==> src/rtl/seg7_pkg.sv <==
// Seven-segment constants shared by the scanner and the clock block.
// Patterns are active low, ordered {g,f,e,d,c,b,a}.
package seg7_pkg;

    localparam logic [6:0] SEG_BLANK = 7'h7F;
    localparam logic [6:0] SEG_DASH  = 7'h3F;

    localparam logic [6:0] SEG_D0 = 7'b1000000;
    localparam logic [6:0] SEG_D1 = 7'b1111001;
    localparam logic [6:0] SEG_D2 = 7'b0100100;
    localparam logic [6:0] SEG_D3 = 7'b0110000;
    localparam logic [6:0] SEG_D4 = 7'b0011001;
    localparam logic [6:0] SEG_D5 = 7'b0010010;
    localparam logic [6:0] SEG_D6 = 7'b0000010;
    localparam logic [6:0] SEG_D7 = 7'b1111000;
    localparam logic [6:0] SEG_D8 = 7'b0000000;
    localparam logic [6:0] SEG_D9 = 7'b0010000;

    // Same encoding the clock block uses for its setup location.
    localparam logic [1:0] IDX_HOUR_UPPER   = 2'd0;
    localparam logic [1:0] IDX_HOUR_LOWER   = 2'd1;
    localparam logic [1:0] IDX_MINUTE_UPPER = 2'd2;
    localparam logic [1:0] IDX_MINUTE_LOWER = 2'd3;

endpackage

==> src/rtl/seg7_decode.sv <==
// Combinational 4-bit value to active-low segment pattern; 10..15 render as a dash.
module seg7_decode
    import seg7_pkg::*;
(
    input  logic [3:0] val_i,
    output logic [6:0] seg_o
);

    always_comb begin
        seg_o = SEG_DASH;
        case (val_i)
            4'd0: seg_o = SEG_D0;
            4'd1: seg_o = SEG_D1;
            4'd2: seg_o = SEG_D2;
            4'd3: seg_o = SEG_D3;
            4'd4: seg_o = SEG_D4;
            4'd5: seg_o = SEG_D5;
            4'd6: seg_o = SEG_D6;
            4'd7: seg_o = SEG_D7;
            4'd8: seg_o = SEG_D8;
            4'd9: seg_o = SEG_D9;
            default: seg_o = SEG_DASH;
        endcase
    end

endmodule

==> src/rtl/seven_seg_scanner.sv <==
// Time-multiplexed 4-digit common-anode driver; all outputs registered one cycle
// behind the selected digit, with the edited digit blinking during setup.
module seven_seg_scanner
    import seg7_pkg::*;
#(
    parameter int SCAN_DIV  = 50000,
    parameter int BLINK_DIV = 12500000
) (
    input  logic       clk,
    input  logic       rst,
    input  logic       setup_mode,
    input  logic [1:0] loc,
    input  logic [3:0] hour_upper,
    input  logic [3:0] hour_lower,
    input  logic [3:0] minute_upper,
    input  logic [3:0] minute_lower,
    input  logic [5:0] second_count,
    output logic [3:0] an,
    output logic [6:0] seg,
    output logic       dp
);

    localparam int SCAN_W  = (SCAN_DIV  > 1) ? $clog2(SCAN_DIV)  : 1;
    localparam int BLINK_W = (BLINK_DIV > 1) ? $clog2(BLINK_DIV) : 1;

    logic [SCAN_W-1:0]  scan_cnt_q, scan_cnt_d;
    logic [1:0]         scan_idx_q, scan_idx_d;
    logic [BLINK_W-1:0] blink_cnt_q, blink_cnt_d;
    logic               blink_phase_q, blink_phase_d;
    logic [3:0]         an_q, an_d;
    logic [6:0]         seg_q, seg_d;
    logic               dp_q, dp_d;

    logic [3:0] digit_sel;
    logic [3:0] an_sel;
    logic [6:0] seg_dec;
    logic       scan_tc, blink_tc, blank;

    seg7_decode u_decode (
        .val_i (digit_sel),
        .seg_o (seg_dec)
    );

    always_comb begin
        digit_sel = hour_upper;
        an_sel    = 4'b0111;
        case (scan_idx_q)
            IDX_HOUR_UPPER:   begin digit_sel = hour_upper;   an_sel = 4'b0111; end
            IDX_HOUR_LOWER:   begin digit_sel = hour_lower;   an_sel = 4'b1011; end
            IDX_MINUTE_UPPER: begin digit_sel = minute_upper; an_sel = 4'b1101; end
            IDX_MINUTE_LOWER: begin digit_sel = minute_lower; an_sel = 4'b1110; end
            default:          begin digit_sel = hour_upper;   an_sel = 4'b0111; end
        endcase
    end

    always_comb begin
        scan_tc  = (scan_cnt_q == SCAN_W'(SCAN_DIV - 1));
        blink_tc = (blink_cnt_q == BLINK_W'(BLINK_DIV - 1));

        scan_cnt_d    = scan_tc ? '0 : scan_cnt_q + SCAN_W'(1);
        scan_idx_d    = scan_tc ? scan_idx_q + 2'd1 : scan_idx_q;
        blink_cnt_d   = blink_tc ? '0 : blink_cnt_q + BLINK_W'(1);
        blink_phase_d = blink_tc ? ~blink_phase_q : blink_phase_q;

        // The digit being edited disappears during the "off" half of the blink.
        blank = setup_mode && blink_phase_q && (loc == scan_idx_q);
        an_d  = blank ? 4'b1111 : an_sel;
        seg_d = blank ? SEG_BLANK : seg_dec;
        // Colon sits on the hour-lower digit and is suppressed while setting time.
        dp_d  = !((scan_idx_q == IDX_HOUR_LOWER) && !setup_mode && !second_count[0]);
    end

    always_ff @(posedge clk) begin
        if (rst) begin
            scan_cnt_q    <= '0;
            scan_idx_q    <= IDX_HOUR_UPPER;
            blink_cnt_q   <= '0;
            blink_phase_q <= 1'b0;
            an_q          <= 4'b1111;
            seg_q         <= SEG_BLANK;
            dp_q          <= 1'b1;
        end else begin
            scan_cnt_q    <= scan_cnt_d;
            scan_idx_q    <= scan_idx_d;
            blink_cnt_q   <= blink_cnt_d;
            blink_phase_q <= blink_phase_d;
            an_q          <= an_d;
            seg_q         <= seg_d;
            dp_q          <= dp_d;
        end
    end

    assign an  = an_q;
    assign seg = seg_q;
    assign dp  = dp_q;

endmodule

==> config.mk <==
export PLATFORM = sky130hd
export DESIGN_NAME = seven_seg_scanner
export DESIGN_NICKNAME = d
export VERILOG_FILES = /design/src/rtl/seg7_pkg.sv /design/src/rtl/seg7_decode.sv /design/src/rtl/seven_seg_scanner.sv
export SDC_FILE = /design/constraint.sdc
export NUM_CORES = 1
export LEC_CHECK = 0
export CAP_MARGIN = 15
export CORE_MARGIN = 4
export CORE_UTILIZATION = 53
export CTS_BUF_LIST = sky130_fd_sc_hd__clkbuf_8 sky130_fd_sc_hd__clkbuf_16
export CTS_CLUSTER_DIAMETER = 120
export DETAILED_ROUTE_END_ITERATION = 6
export GPL_TIMING_DRIVEN = 0
export PLACE_DENSITY = 0.79
export SLEW_MARGIN = 20
export SYNTH_ARGS = -nofsm -noshare
export SYNTH_HDL_FRONTEND = slang
export SYNTH_SLANG_ARGS = --single-unit
==> constraint.sdc <==
create_clock -name clk -period 2.66 [get_ports clk]
set_input_delay 0.399 -clock clk [delete_from_list [all_inputs] [get_ports clk]]
set_output_delay 0.399 -clock clk [all_outputs]
set_load 0.02 [all_outputs]
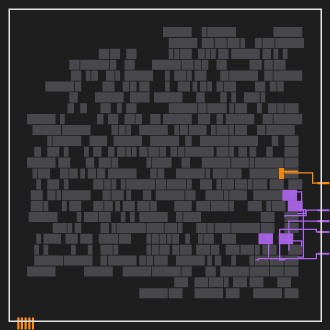
Fig. 1. Port wiring.
(4 px per um)
legend:
  purple:
    port: `hour_lower`
    bits: 4
    direction: input
    end_cells: 4
    buffers: 4
    wire: 99.3 um
  orange:
    port: `second_count`
    bits: 6
    direction: input
    end_cells: 1
    buffers: 1
    wire: 15.5 um
I/O Buffers: 33
IO Pins: 39

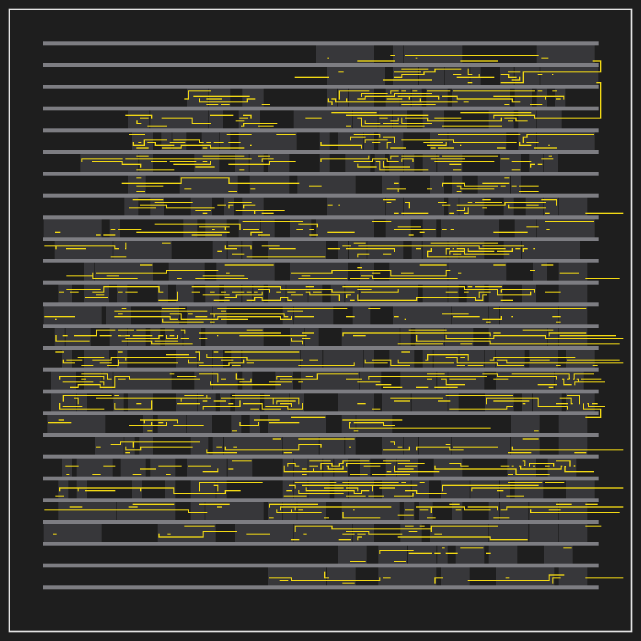
Fig. 2. Metal 1.
(8 px per um) Supply wires on this layer in grey.
longest straight run: 18.9 um
nets with wire on the layer: 333
share of all routed wire: 47%
met1 usage: 22.7%
sum of routed wire length over all layers: 5300 um
via count: 2,167

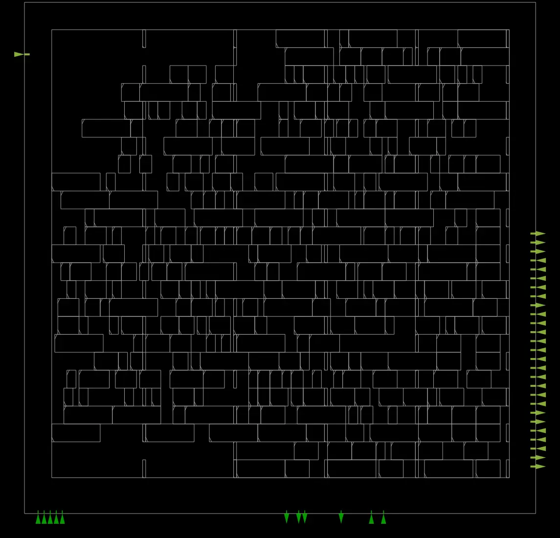
Fig. 3. Cell outlines without signal wires.
Post-Layout Cell Count: 398
# rows: 25
Seq/total area: 35.8%

==> results_dict.tcl <==
# flow metrics
set metrics [dict create \
    clockBufferDepth 2 \
    grt_setup_unrepaired "no" \
    clk_latency_ns 0.32 \
    timing.critical_path.from_type "flip-flop" \
    cts-buffers-inserted 5 \
    crit_chain "inv_1 -> ha_1 -> a222oi_1 -> mux2i_2 -> or4b_2 -> nand3_1" \
    ys_sh_simple_pct 26.5 \
    relSlewSlack_pct 44.8 \
    maxCapViolations 0 \
    cp_top_family "simple AND/OR/NAND/NOR gates" \
    die.size.y_um 77.6 \
    yosys-stat-area_sq_um 2570 \
    cts.sinks 55 \
    synth_area_per_cell_sq_um 8.85 \
    antenna_found_initial 0 \
    outcome "completed" \
    crit_cells 6 \
    fa_ha_area_share_pct 4.39 \
    tns_ns 0 \
    die_area_sq_um 6020 \
    track_usage_pct 18.8 \
    antenna_left 0 \
    n_antenna_cell 0 \
    top_cells_by_count "dfxtp_1, nor2_1, xnor2_1" \
    maxSlewViolCount 0 \
    grt_max_degree 20 \
    via_per_inst 5.44 \
    initCoreUtil_pct 54.4 \
    setup_viol 0 \
    ys_seq_share_pct 42.9 \
    mux_area_share_pct 2.39 \
    gp_congestion 0.811 \
    r2r-start "scan_idx_q[0]$_SDFFE_PP0N_" \
    ys_types 39 \
    rrSetupSlack_ns 0.32 \
    grt_pass1_wl_um 9360 \
]
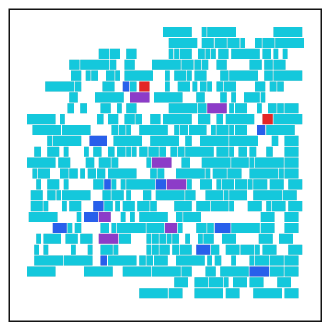
Fig. 4. Sizing map.
(4 px per um)
legend:
  purple:
    size: drive 6 and up
    cells: 7
    share: 2.1%
    most_used: clkbuf_8
  cyan:
    size: drive 1 or less
    cells: 310
    share: 94%
    most_used: dfxtp_1
  red:
    size: drive 3 to 4
    cells: 2
    share: 0.60%
  blue:
    size: drive 2
    cells: 12
    share: 3.6%
    most_used: buf_2
design area: 3080 sq um
Worst Setup Slack, final: 0.322 ns
Repair and plain buffers: 43
Synth-to-Final Area Change: 19.9%

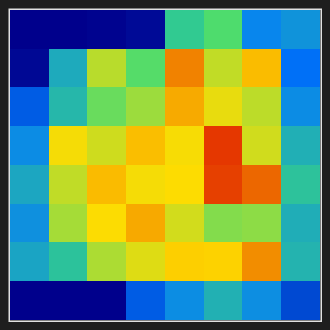
Fig. 5. Local utilization.
(4 px per um) 8 x 8 tiles, from dark blue (low) to red (high), 0 to 100% covered.
tiles over 75% full: 19%
mean over tiles: 50%
nearly empty tiles: 11%
fin util: 65.2%
core area: 4720 sq um

[repair_timing]
item | in CTS | in global routing
hold buffers | 0 | 0
buffers inserted | 0 | 0
setup endpoints to repair | 0 | 3
gates resized | 0 | 1
[kinds of logic (layout without fill, tap and decap cells)]
logic type,after synthesis,after routing
simple gates,125,125
flops,55,55
xor+xnor,28,28
mux,6,6
buf+inv,24,65
compound gates,43,43
fa+ha+maj,9,9
[sequential cells by signal, indices dropped and copies added (netlist names)]
name,flops
an,4
blink_cnt_q,24
blink_phase_q,1
dp,1
scan_cnt_q,16
scan_idx_q,2
seg,7
[metal layers]
layer | up-vias | track usage, % | share of wire (%)
li1 | 1116 | - | -
met1 | 1006 | 22.7 | 47
met2 | 39 | 32.4 | 47
met3 | 6 | 4.87 | 4.6
met4 | 0 | 6.23 | 1.3
met5 | - | 0 | 0
[report_power, final]
part / leakage [uW] / switching, uW / internal, uW / total, uW
sequential: 0.000447 / 10.1 / 839 / 849
combinational: 0.000563 / 57.3 / 62.5 / 120
clock: 0.0000452 / 295 / 193 / 488
[worst min path at each step]
stage	from	end	slack (ns)	depth (start not counted)
floorplan	blink_cnt_q[0]$_SDFF_PP0_	blink_cnt_q[0]$_SDFF_PP0_	0.43	1
finish	blink_cnt_q[0]$_SDFF_PP0_	blink_cnt_q[0]$_SDFF_PP0_	0.47	1
detailed placement	blink_cnt_q[0]$_SDFF_PP0_	blink_cnt_q[0]$_SDFF_PP0_	0.45	1
global route	blink_cnt_q[0]$_SDFF_PP0_	blink_cnt_q[0]$_SDFF_PP0_	0.49	1
global placement	blink_cnt_q[0]$_SDFF_PP0_	blink_cnt_q[0]$_SDFF_PP0_	0.44	1
CTS	blink_cnt_q[0]$_SDFF_PP0_	blink_cnt_q[0]$_SDFF_PP0_	0.47	1
[cells in the final DEF (no fill, tap or decap), types with 12 or more instances in the layout]
master,synthesis,layout
a21oi_1,13,13
clkdlybuf4s50_1,0,33
dfxtp_1,55,55
inv_1,14,14
nand2_1,16,16
nand3_1,16,16
nand4_1,12,12
nor2_1,38,38
o21ai_0,12,12
xnor2_1,20,20
[metrics by stage]
| step | hold slack (ns) | total power [uW] | utilization (%) | setup slack [ns] | area (sq um) |
|---|---|---|---|---|---|
| after floorplan | 0.429 | 925 | - | 0.504 | 2570 |
| after global placement | 0.444 | 984 | 63.1 | 0.273 | 2980 |
| after detailed placement | 0.450 | 989 | 63.1 | 0.190 | 2980 |
| after CTS | 0.474 | 1470 | 65.1 | 0.153 | 3080 |
| after global routing | 0.491 | 1520 | 65.2 | 0.0456 | 3080 |
| final | 0.467 | 1460 | 65.2 | 0.322 | 3080 |
[layout make-up]
type / instances / area [sq um] / share of cell area (%)
plain buffers: 10 / 45.0 / 1.46
clock buffers: 5 / 68.8 / 2.23
clock inverters: 3 / 25.0 / 0.813
inverters: 14 / 52.6 / 1.71
multi-input cells: 211 / 1370 / 44.6
flip-flops and latches: 55 / 1100 / 35.8
well taps: 67 / 83.8 / 2.72
repair buffers: 33 / 330 / 10.7
No activity file was given, so power comes from the tool's default toggle rates.
